==> run_1/wires.png <==
Scale: 3 px per um.
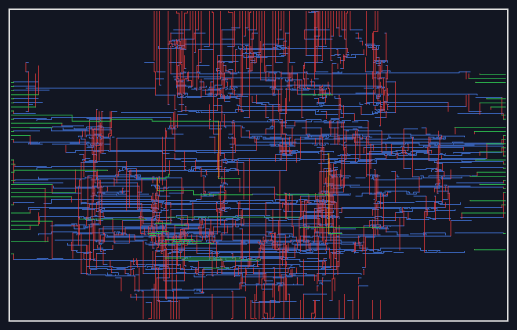
==> run_1/flops_by_reg.png <==
Scale: 2 px per um. Other sequential cells in the stronger grey, the rest of the logic in the fainter grey.
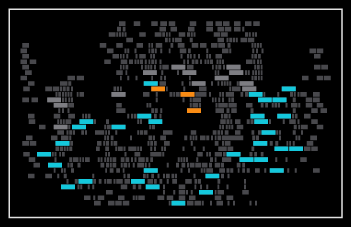
==> run_1/logic_types.png <==
Scale: 3 px per um.
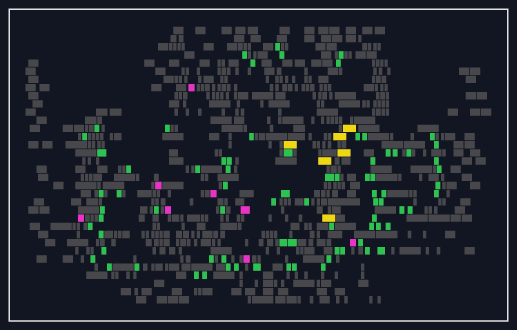
[src/rtl/apb_emu_pkg.sv]
// apb_emu_pkg -- shared types and constants for the APB4 command emulator.
//
// Contents:
//   MAX_CMDS / CMD_IDX_W : capacity of the command table and its index width
//   cmd_t                : one command entry (write flag, addr, data, strb, compare mask)
//   cmd_table_t          : packed table of MAX_CMDS entries, entry 0 in the low bits
//   state_t              : sequencer FSM states
//   make_cmd()           : builds one entry; used to assemble constant tables
//   DEFAULT_CMD_TABLE    : table used when the instantiator does not supply one
//
// Optional feature macro used by apb_emu: APB_EMU_TIMEOUT_EN.
package apb_emu_pkg;

    localparam int MAX_CMDS  = 8;
    localparam int CMD_IDX_W = $clog2(MAX_CMDS);

    typedef struct packed {
        logic        write;
        logic [31:0] addr;
        logic [31:0] data;  // write data, or expected read data
        logic [3:0]  strb;
        logic [31:0] mask;  // read compare mask; 0 disables the check
    } cmd_t;

    typedef cmd_t [MAX_CMDS-1:0] cmd_table_t;

    typedef enum logic [2:0] {
        ST_IDLE   = 3'd0,
        ST_SETUP  = 3'd1,
        ST_ACCESS = 3'd2,
        ST_GAP    = 3'd3,
        ST_DONE   = 3'd4
    } state_t;

    function automatic cmd_t make_cmd(input logic        write,
                                      input logic [31:0] addr,
                                      input logic [31:0] data,
                                      input logic [3:0]  strb,
                                      input logic [31:0] mask);
        cmd_t c;
        c.write = write;
        c.addr  = addr;
        c.data  = data;
        c.strb  = strb;
        c.mask  = mask;
        return c;
    endfunction

    // Unused tail entries are zero; only the first NUM_CMDS entries are executed.
    localparam cmd_table_t DEFAULT_CMD_TABLE = {
        {((MAX_CMDS - 4) * $bits(cmd_t)){1'b0}},
        make_cmd(1'b0, 32'h0000_0048, 32'h1234_0000, 4'b0101, 32'hFFFF_FFFF),
        make_cmd(1'b0, 32'h0000_0040, 32'h1234_0000, 4'b1111, 32'hFFFF_0000),
        make_cmd(1'b1, 32'h0000_0020, 32'hA5A5_0F0F, 4'b0011, 32'h0000_0000),
        make_cmd(1'b1, 32'h0000_0100, 32'hDEAD_BEEF, 4'b1111, 32'h0000_0000)
    };

endpackage

[src/rtl/apb_emu.sv]
// apb_emu -- APB4 master that replays a constant command table once after reset.
//
// Parameters:
//   NUM_CMDS       : entries executed from CMD_TABLE (0..MAX_CMDS)
//   GAP_CYCLES     : idle bus cycles between transfers (0 = back-to-back)
//   TIMEOUT_CYCLES : ACCESS cycles with ready low before abort (APB_EMU_TIMEOUT_EN only)
//   CMD_TABLE      : command table, entry 0 executed first
//
// Ports:
//   apb_clk_i, apb_reset_i : clock, synchronous active-high reset
//   apb_clk_en_o           : bus clock request (SETUP, ACCESS, GAP)
//   apb_addr_o .. apb_wdata_o : APB4 request; zero outside SETUP/ACCESS
//   apb_ready_i, apb_rdata_i, apb_slverr_i : APB4 completer response
//   emulator_id_i          : address offset, sampled when each SETUP is entered
//   done_o                 : sequence finished (terminal until reset)
//   error_o                : sticky; slverr, read-compare miss or timeout abort
//
// Handshake: a transfer completes in an ACCESS cycle where apb_ready_i is
// sampled high; sel/enable and the request fields stay constant until then.
//
// Build option: define APB_EMU_TIMEOUT_EN to abort an ACCESS phase after
// TIMEOUT_CYCLES consecutive ready-low cycles (flagged in error_o).
module apb_emu
    import apb_emu_pkg::*;
#(
    parameter int         NUM_CMDS       = 4,
    parameter int         GAP_CYCLES     = 1,
    parameter int         TIMEOUT_CYCLES = 16,
    parameter cmd_table_t CMD_TABLE      = DEFAULT_CMD_TABLE
) (
    input  logic        apb_clk_i,
    input  logic        apb_reset_i,
    output logic        apb_clk_en_o,
    output logic [31:0] apb_addr_o,
    output logic        apb_sel_o,
    output logic        apb_enable_o,
    output logic        apb_write_o,
    output logic [3:0]  apb_strb_o,
    output logic [2:0]  apb_prot_o,
    output logic [31:0] apb_wdata_o,
    input  logic        apb_ready_i,
    input  logic [31:0] apb_rdata_i,
    input  logic        apb_slverr_i,
    input  logic [31:0] emulator_id_i,
    output logic        done_o,
    output logic        error_o
);

    localparam int GAP_W = (GAP_CYCLES > 1) ? $clog2(GAP_CYCLES) : 1;

    if (NUM_CMDS < 0 || NUM_CMDS > MAX_CMDS || GAP_CYCLES < 0 || TIMEOUT_CYCLES < 1) begin : g_bad_cfg
        $error("apb_emu: need 0 <= NUM_CMDS <= MAX_CMDS, GAP_CYCLES >= 0, TIMEOUT_CYCLES >= 1");
    end

    state_t                 state_q, state_d;
    logic [CMD_IDX_W-1:0]   idx_q, idx_d;
    logic [GAP_W-1:0]       gap_q, gap_d;
    logic [31:0]            addr_q, addr_d;
    logic                   error_q, error_d;

    logic                   cur_write;
    logic                   is_last;
    logic                   read_miss;
    logic                   timeout_hit;
    logic                   in_xfer;

    assign cur_write = CMD_TABLE[idx_q].write;
    assign is_last   = (idx_q == CMD_IDX_W'(NUM_CMDS - 1));
    // Only the masked bits take part in the compare.
    assign read_miss = !cur_write &&
                       (((apb_rdata_i ^ CMD_TABLE[idx_q].data) & CMD_TABLE[idx_q].mask) != 32'd0);

`ifdef APB_EMU_TIMEOUT_EN
    localparam int TO_W = $clog2(TIMEOUT_CYCLES + 1);
    logic [TO_W-1:0] to_cnt_q, to_cnt_d;

    // to_cnt_q counts ACCESS cycles already spent; the TIMEOUT_CYCLES-th
    // consecutive ready-low cycle is the aborting one.
    assign timeout_hit = (state_q == ST_ACCESS) && !apb_ready_i &&
                         (to_cnt_q == TO_W'(TIMEOUT_CYCLES - 1));
    assign to_cnt_d    = (state_q == ST_ACCESS) ? to_cnt_q + 1'b1 : '0;

    always_ff @(posedge apb_clk_i) begin
        if (apb_reset_i) begin
            to_cnt_q <= '0;
        end else begin
            to_cnt_q <= to_cnt_d;
        end
    end
`else
    assign timeout_hit = 1'b0;
`endif

    always_comb begin
        state_d = state_q;
        idx_d   = idx_q;
        gap_d   = gap_q;
        addr_d  = addr_q;
        error_d = error_q;

        case (state_q)
            ST_IDLE: begin
                state_d = (NUM_CMDS == 0) ? ST_DONE : ST_SETUP;
            end
            ST_SETUP: begin
                state_d = ST_ACCESS;
            end
            ST_ACCESS: begin
                if (apb_ready_i || timeout_hit) begin
                    if (timeout_hit || apb_slverr_i || read_miss) begin
                        error_d = 1'b1;
                    end
                    if (is_last) begin
                        state_d = ST_DONE;
                    end else begin
                        idx_d = idx_q + 1'b1;
                        if (GAP_CYCLES == 0) begin
                            state_d = ST_SETUP;
                        end else begin
                            state_d = ST_GAP;
                            gap_d   = '0;
                        end
                    end
                end
            end
            ST_GAP: begin
                if (gap_q == GAP_W'(GAP_CYCLES - 1)) begin
                    state_d = ST_SETUP;
                end else begin
                    gap_d = gap_q + 1'b1;
                end
            end
            ST_DONE: begin
                state_d = ST_DONE;
            end
            default: begin
                state_d = ST_IDLE;
            end
        endcase

        // The offset is captured on every SETUP entry so the address stays
        // stable for the whole transfer even if emulator_id_i moves.
        if (state_d == ST_SETUP && state_q != ST_SETUP) begin
            addr_d = CMD_TABLE[idx_d].addr + emulator_id_i;
        end
    end

    always_ff @(posedge apb_clk_i) begin
        if (apb_reset_i) begin
            state_q <= ST_IDLE;
            idx_q   <= '0;
            gap_q   <= '0;
            addr_q  <= '0;
            error_q <= 1'b0;
        end else begin
            state_q <= state_d;
            idx_q   <= idx_d;
            gap_q   <= gap_d;
            addr_q  <= addr_d;
            error_q <= error_d;
        end
    end

    assign in_xfer      = (state_q == ST_SETUP) || (state_q == ST_ACCESS);
    assign apb_sel_o    = in_xfer;
    assign apb_enable_o = (state_q == ST_ACCESS);
    assign apb_addr_o   = in_xfer ? addr_q : 32'd0;
    assign apb_write_o  = in_xfer && cur_write;
    assign apb_strb_o   = (in_xfer && cur_write) ? CMD_TABLE[idx_q].strb : 4'd0;
    assign apb_wdata_o  = (in_xfer && cur_write) ? CMD_TABLE[idx_q].data : 32'd0;
    assign apb_prot_o   = 3'b000;
    assign apb_clk_en_o = in_xfer || (state_q == ST_GAP);
    assign done_o       = (state_q == ST_DONE);
    assign error_o      = error_q;

endmodule

[config.mk]
export PLATFORM = sky130hd
export DESIGN_NAME = apb_emu
export DESIGN_NICKNAME = d
export VERILOG_FILES = /design/src/rtl/apb_emu_pkg.sv /design/src/rtl/apb_emu.sv
export SDC_FILE = /design/constraint.sdc
export NUM_CORES = 1
export LEC_CHECK = 0
export ABC_AREA = 1
export CORE_ASPECT_RATIO = 0.6
export CORE_MARGIN = 5
export CORE_UTILIZATION = 25
export CTS_BUF_LIST = sky130_fd_sc_hd__clkbuf_8
export CTS_CLUSTER_DIAMETER = 60
export CTS_CLUSTER_SIZE = 25
export DETAILED_ROUTE_END_ITERATION = 6
export HOLD_SLACK_MARGIN = 0.06
export PLACE_DENSITY = 0.51
export SLEW_MARGIN = 20
export SYNTH_ARGS = -nofsm -noshare
export SYNTH_HDL_FRONTEND = slang
export SYNTH_SLANG_ARGS = --single-unit
export TNS_END_PERCENT = 10
[constraint.sdc]
create_clock -name apb_clk_i -period 5.8 [get_ports apb_clk_i]
set_input_delay 0.87 -clock apb_clk_i [delete_from_list [all_inputs] [get_ports apb_clk_i]]
set_output_delay 0.87 -clock apb_clk_i [all_outputs]
set_load 0.01 [all_outputs]
==> results_dict.tcl, run 1 <==
# collected from the flow reports
set metrics [dict create \
    status "complete, no violations" \
    timing.max_slew.rel_slack_pct 36.5 \
    ys_sh_adder_pct 2.07 \
    grt_overflow_total 0 \
    openroad.warnings 26 \
    numCtsBuffers 5 \
    place_congestion 0.874 \
    r2r-start "idx_q[0]$_SDFF_PP0_" \
    asyncSetResetFlopFracSynth_pct 0 \
    power_switching_mw 0.412 \
    root_driver "clkbuf_8" \
    core_area_sq_mm 0.0144 \
    syn_avg_cell_area_sq_um 6.18 \
    post_synth_main_logic_family "simple AND/OR/NAND/NOR gates" \
    dp.cells 882 \
    cts-hold-fix-buffers 0 \
    synthDominantCellAreaShare_pct 26.4 \
    post_layout_net_count 765 \
    placed_cell_area_sq_mm 0.00494 \
    synth.ff_latch_count 48 \
    grt_antenna_before_repair 0 \
    rr_endpoint "addr_q[24]$_SDFFE_PP0P_" \
    drt-wirelength-per-cell_um 13.6 \
    timing.critical_path.arrival_ns 3.34 \
    fill_cell_count 1588 \
    grt_setup_unrepaired "false" \
    worst_clock_skew_ns 0.0139 \
    first_global_vias 3582 \
    p_leak_nw 2.27 \
    power.sequential.fraction_pct 34.7 \
    wp_data_required_ns 4.93 \
    worst_slew_pin_slew_ns 0.950 \
    top_cells_by_area "dfxtp_1 26%, nand2_1 13%, inv_1 11%" \
    clock_power_share_pct 23.0 \
    reg2reg_slack_ns 2.85 \
    pin_count 145 \
    whs_endpoint "addr_q[0]$_SDFFE_PP0P_" \
    setup_viol_count_final 0 \
    p_int_mw 0.729 \
    synthesis.instances 588 \
    floorplan.die.width_um 166 \
    drc_errors 0 \
    post_synth_instance_area_sq_mm 0.00363 \
    synthXorXnorAreaFrac_pct 4.30 \
    synth.yosys.seq_area_share_pct 26.4 \
    final.setup.tns_ns 0 \
    cts.path.max_buffers 2 \
    postSynth.topFlopCell "dfxtp_1" \
    yosys_warnings 0 \
    drt.antenna.violating_nets 0 \
    core.rowCount 34 \
    clk_pin_slew_ns 0.11 \
    power.share.combinational_pct 42.3 \
    fp.dieArea_sq_mm 0.0171 \
    synth-simple-area-share_pct 34.9 \
    netlist-cell-type-count 40 \
    enable_flop_cells 0 \
    synth.mux.area_fraction_pct 0 \
    critPathCapture "apb_wdata_o[27]" \
    timing.reg2reg.worst_path_depth 18 \
    drive_gt1_share_pct 5.78 \
    final-comb-area_sq_mm 0.00195 \
]
About wires.png:
orange -> metal 4  # wire length 49.6 um
green -> metal 3  # wire length 750 um
blue -> metal 1  # wire length 6,600 um
red -> metal 2  # wire length 4,710 um
post-detailed-routing wire length: 12,100 um
All-Layer GR Usage: 13.6%
via count: 3,745

About flops_by_reg.png:
orange -> idx_q  # flops 3
cyan -> addr_q  # flops 32
not coloured = 13
fraction of the core area covered by cells at the end of the flow: 35.2%
power attributed to sequential cells: 0.396 mW
flop share of the area: 19.0%
total area of sequential cells: 961 sq um

About logic_types.png:
yellow -> adder and majority cells  # cells 6
green -> inverting AOI/OAI gates  # cells 78
magenta -> AND and OR gates  # cells 8
proportion of cell area occupied by multi-input gates: 38.5%
Commonest Layout Cell: clkdlybuf4s50_1

## run 1: worst max-delay path, cell delays in order, from the launching register on
cell and delay (ns):
dfxtp_1 0.36, inv_1 0.10, nor2_4 0.12, nand2_4 0.08
nand2_1 0.09, inv_1 0.04, buf_4 0.24, nor2_1 0.58
inv_1 0.33, nor2_1 0.44, clkdlybuf4s50_1 0.63
## run 1: cell type report
class	count	share of cell area (%)
Inverter	108	8.02
Timing Repair Buffer	138	27.3
Clock buffer	5	1.36
Multi-Input combinational cell	390	38.5
Sequential cell	48	19.0
Clock inverter	3	0.916
Tap cell	198	4.90
## run 1: per-stage QoR
stage               hold slack, ns  setup WS, ns  utilization (%)  power, mW
global route                 0.498          1.07             35.2       1.22
floorplan                    0.430          2.67                -      0.700
detailed placement           0.449          1.82             34.3      0.887
CTS                          0.465          1.46             35.1       1.15
global placement             0.439          2.02             34.3      0.881
finish                       0.463          1.59             35.2       1.14
## run 1: layer usage
metal	wire, um	GRT usage (%)	vias up
met5	0	0	-
met4	49	1.58	0
met3	750	3.76	7
met2	4710	19.5	98
met1	6600	20.8	1665
li1	-	-	1975
## run 1: cell families (layout without fill, tap and decap cells)
logic type      Yosys count  in the layout
simple gates            282            282
buf+inv                 156            254
compound gates           78             78
flops                    48             48
xor+xnor                 17             17
fa+ha+maj                 6              6
other cells               1              7
## run 1: power groups by stage
stage               sequential, mW  clock (mW)  combinational, mW
global route                 0.402       0.282              0.538
CTS                          0.396       0.270              0.486
finish                       0.396       0.263              0.482
global placement             0.401           0              0.480
floorplan                    0.396           0              0.305
detailed placement           0.403           0              0.483
==> run 2: changes to the inputs <==
- clock period: 5.8 -> 3.9 ns (I/O delays scaled with it)
==> run 2 against run 1 <==
  * Critical path depth grew 10
  * Register-to-register slack got worse by 1.8 ns
  * Routed wire length fell by 0.72%
  * Highest routed layer unchanged
  * Largest cell class unchanged
  * Core utilization barely moved
  * Global-route usage increased by 0.089 points
  * Worst hold slack worse by 0.0076 ns
==> results_dict.tcl, run 2 <==
# collected from the flow reports
set metrics [dict create \
    status "complete, no violations" \
    synthDominantCellAreaShare_pct 26.4 \
    enable_flop_cells 0 \
    post_synth_instance_area_sq_mm 0.00363 \
    clk_pin_slew_ns 0.10 \
    grt_setup_unrepaired "false" \
    timing.reg2reg.worst_path_depth 21 \
    pin_count 145 \
    globalRouteMet3Util_pct 4.79 \
    busiest_layer "met1" \
    worst_clock_skew_ns 0.00983 \
    postSynth.topFlopCell "dfxtp_1" \
    grt_overflow_total 0 \
    report.power.total_mw 1.65 \
    cts-hold-fix-buffers 0 \
    whs_endpoint "addr_q[2]$_SDFFE_PP0P_" \
    power_clock_mw 0.333 \
    openroad.warnings 26 \
    netlist-cell-type-count 40 \
    floorplan.die.width_um 166 \
    global_route.usage.met1_pct 21.1 \
    wl_um 12000 \
    asyncSetResetFlopFracSynth_pct 0 \
    synthesis.instances 588 \
    power_sequential_mw 0.588 \
    yosys_warnings 0 \
    syn_avg_cell_area_sq_um 6.18 \
    post_layout_net_count 769 \
    global_route.usage.met2_pct 18.0 \
    detailedPlace.worstSlack_ns 0.448 \
    placed_cell_area_sq_mm 0.00497 \
    numCtsBuffers 5 \
    r2r-start "state_q[1]$_SDFF_PP0_" \
    power_switching_mw 0.604 \
    synth.yosys.seq_area_share_pct 26.4 \
    critical_path.slowest_cell "clkdlybuf4s50_1" \
    maxPowerGroup "combinational cells" \
    clock_power_share_pct 20.2 \
    timing.hold.ws_ns 0.455 \
    timing.critical_path.arrival_ns 3.34 \
    fp.dieArea_sq_mm 0.0171 \
    gr-usage-all-layers_pct 13.7 \
    rr_endpoint "addr_q[25]$_SDFFE_PP0P_" \
    setup_slack_ns 0.771 \
    p_leak_nw 2.29 \
    first_global_vias 3459 \
    setup_viol_count_final 0 \
    drt.antenna.violating_nets 0 \
    power.sequential.fraction_pct 35.7 \
    top_cells_by_area "dfxtp_1 26%, nand2_1 13%, inv_1 11%" \
    crit_path_max_cell_delay_ns 0.50 \
    drive_gt1_share_pct 6.32 \
    core.rowCount 34 \
    core_area_sq_mm 0.0144 \
    reg2reg_slack_ns 1.02 \
]
## run 2: netlist changes by cell type in the layout (fill, tap and decap cells not counted), sizes merged
cell	previous run	this run
bufinv	1	0
buf	1	5
clkinvlp	1	0
clkbuf	5	6
clkinv	0	1
## run 2: cells by family after synthesis
family	synth area share, %
AND/OR/NAND/NOR	34.9
buffers and inverters	20.7
AND-OR/OR-AND	11.5
flip-flops	26.4
XOR/XNOR	4.30
adder cells (fa/ha/maj)	2.07
other	0.103
## run 2: worst max-delay path by stage
stage	depth (start not counted)	from	slack [ns]	end
6_report	20	apb_ready_i	0.77	addr_q[25]$_SDFFE_PP0P_
3_3_place_gp	20	apb_ready_i	0.51	addr_q[25]$_SDFFE_PP0P_
2_1_floorplan	9	state_q[1]$_SDFF_PP0_	1.06	apb_wdata_o[12]
3_5_place_dp	20	apb_ready_i	0.45	addr_q[25]$_SDFFE_PP0P_
4_1_cts	20	apb_ready_i	0.77	addr_q[25]$_SDFFE_PP0P_
5_1_grt	20	apb_ready_i	0.46	addr_q[25]$_SDFFE_PP0P_
## run 2: critical path: cells and delay by family
family,cells,cell delay [ns]
buffers and inverters,4,0.72
AND-OR/OR-AND,4,0.46
adder cells (fa/ha/maj),2,0.38
AND/OR/NAND/NOR,10,1.17
## run 2: final cells by class
class	instances	area, sq um	share of cell area [%]
multi-input combinational	390	1940	38.4
tap	198	248	4.89
timing repair buffer	142	1410	27.8
inverter	108	405	8.01
clock buffer	6	82.6	1.63
sequential	48	961	19.0
clock inverter	2	13.8	0.272
## run 2: routing by layer
metal	vias to the layer above	part of all wire, %	wire [um]
met2	103	37	4500
met1	1669	53	6430
li1	1982	-	-
met4	0	1.1	135
met3	13	7.9	951
met5	-	0	0
==> run_2/flops_by_reg.png <==
Scale: 2 px per um. Other sequential cells in the stronger grey, the rest of the logic in the fainter grey.
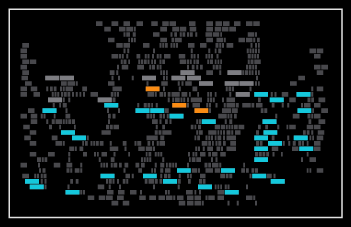
cyan -> addr_q  # flops 32
orange -> idx_q  # flops 3
not coloured = 13
fraction of the core area covered by cells at the end of the flow: 35.2%
flop share of the area: 19.0%

==> run_2/logic_types.png <==
Scale: 3 px per um.
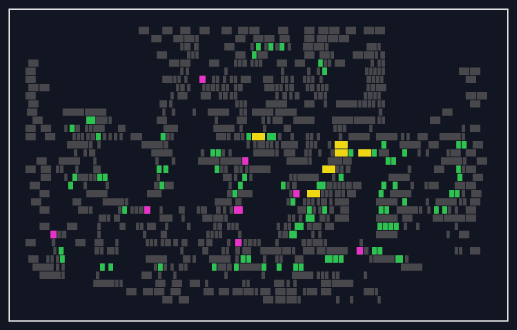
magenta -> AND and OR gates  # cells 8
yellow -> adder and majority cells  # cells 6
green -> inverting AOI/OAI gates  # cells 78

==> run 3: changes to the inputs <==
- clock period: 3.9 -> 3.3 ns (I/O delays scaled with it)
==> run 3 against run 2 <==
  * Combinational power is 18% higher
  * Clock skew is 0.0043 ns higher
  * Core utilization is 0.14 points higher
  * Worst setup slack worse by 0.50 ns
  * First-iteration DRC count is 8.7% lower
  * Critical path type is now reg2out
  * Largest cell class unchanged
  * Sequential power is 18% higher
  * Via count is 0.64% lower
  * Die size stayed put
  * Cell count stayed put
  * Global-route usage is 0.14 points lower
  * Largest power group unchanged
  * Flip-flop count stayed put
==> results_dict.tcl, run 3 <==
# collected from the flow reports
set metrics [dict create \
    status "complete, no violations" \
    crit_cells 9 \
    synthesis.instances 588 \
    yosys_warnings 0 \
    critPathCapture "apb_wdata_o[15]" \
    grt_overflow_total 0 \
    report.power.total_mw 2.01 \
    pin_count 145 \
    critical_path.slowest_cell "clkdlybuf4s50_1" \
    crit_path_max_cell_delay_ns 0.65 \
    floorplan.die.width_um 166 \
    post_synth_instance_area_sq_mm 0.00363 \
    r2r-start "state_q[1]$_SDFF_PP0_" \
    top_cells_by_area "dfxtp_1 26%, nand2_1 13%, inv_1 11%" \
    synth.yosys.seq_area_share_pct 26.4 \
    fp.dieArea_sq_mm 0.0171 \
    first_global_vias 3531 \
    postSynth.topFlopCell "dfxtp_1" \
    setup_viol_count_final 0 \
    numCtsBuffers 5 \
    core.rowCount 34 \
    core_area_sq_mm 0.0144 \
    openroad.warnings 26 \
    rr_endpoint "addr_q[17]$_SDFFE_PP0P_" \
    worst_path_dominant_cell_family "buffers and inverters" \
    enable_flop_cells 0 \
    post_layout_net_count 769 \
    wl_um 12000 \
    path_buffers 4 \
    drive_gt1_share_pct 6.32 \
    asyncSetResetFlopFracSynth_pct 0 \
    power.sequential.fraction_pct 34.6 \
    clock_power_share_pct 22.7 \
    clk_pin_slew_ns 0.10 \
    power_switching_mw 0.718 \
    worst_clock_skew_ns 0.0141 \
    cts-hold-fix-buffers 0 \
    timing.hold.ws_ns 0.459 \
    synthDominantCellAreaShare_pct 26.4 \
]
[run 3: logic make-up after synthesis]
logic type / after synthesis / share of synthesized area, %
xor+xnor: 17 / 4.30
compound gates: 78 / 11.5
flops: 48 / 26.4
simple gates: 282 / 34.9
fa+ha+maj: 6 / 2.07
other cells: 1 / 0.103
buf+inv: 156 / 20.7
[run 3: layer usage]
layer	track usage, %	routed length (um)	up-vias
met1	20.8	6620	1654
met5	0	0	-
li1	-	-	1988
met4	1.71	58	0
met2	19.3	4690	94
met3	3.65	622	7
[run 3: cell type report]
class,count,area [sq um]
clock buffers,5,68.8
repair buffers,142,1410
multi-input cells,390,1940
inverters,108,405
flip-flops and latches,48,961
clock inverters,3,47.5
well taps,198,248
fillers,1620,9300
[run 3: worst reg2reg max path: cells and delay by family (launching register included)]
kind	cells	cell delay, ns
buf+inv	3	0.28
simple gates	10	0.99
compound gates	3	0.55
flops	1	0.37
xor+xnor	1	0.21
fa+ha+maj	2	0.43
[run 3: stage by stage]
step	worst slack [ns]	cell area (sq um)	TNS, ns
finish	0.274	5080	0
floorplan	0.546	3660	0
CTS	0.246	5080	0
global placement	0.0864	4970	0
detailed placement	-0.0289	4970	-0.0425
global route	0.00365	5080	0
[run 3: power groups by stage]
stage | logic (mW) | registers (mW) | clock network [mW]
after global placement | 0.857 | 0.706 | 0
after floorplan | 0.536 | 0.695 | 0
after CTS | 0.870 | 0.694 | 0.476
after detailed placement | 0.865 | 0.708 | 0
after global routing | 0.955 | 0.703 | 0.492
final | 0.858 | 0.694 | 0.455
==> run_3/flops_by_reg.png <==
Scale: 2 px per um. Other sequential cells in the stronger grey, the rest of the logic in the fainter grey.
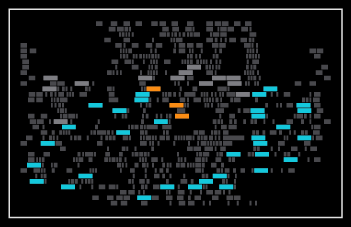
power attributed to sequential cells: 0.694 mW
flop share of the area: 18.9%
fraction of the core area covered by cells at the end of the flow: 35.3%

==> run_3/logic_types.png <==
Scale: 3 px per um.
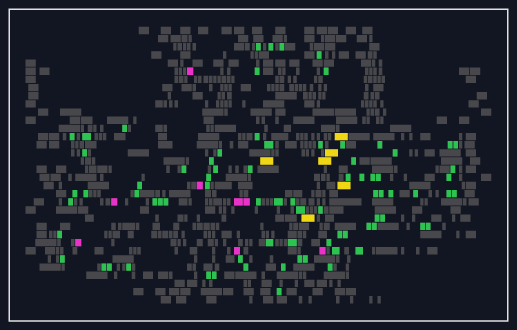
yellow -> adder and majority cells  # cells 6
green -> inverting AOI/OAI gates  # cells 78
magenta -> AND and OR gates  # cells 8
non-filler cells in the finished layout: 894
proportion of cell area occupied by multi-input gates: 38.2%

Power is estimated from default activity; no workload was simulated.
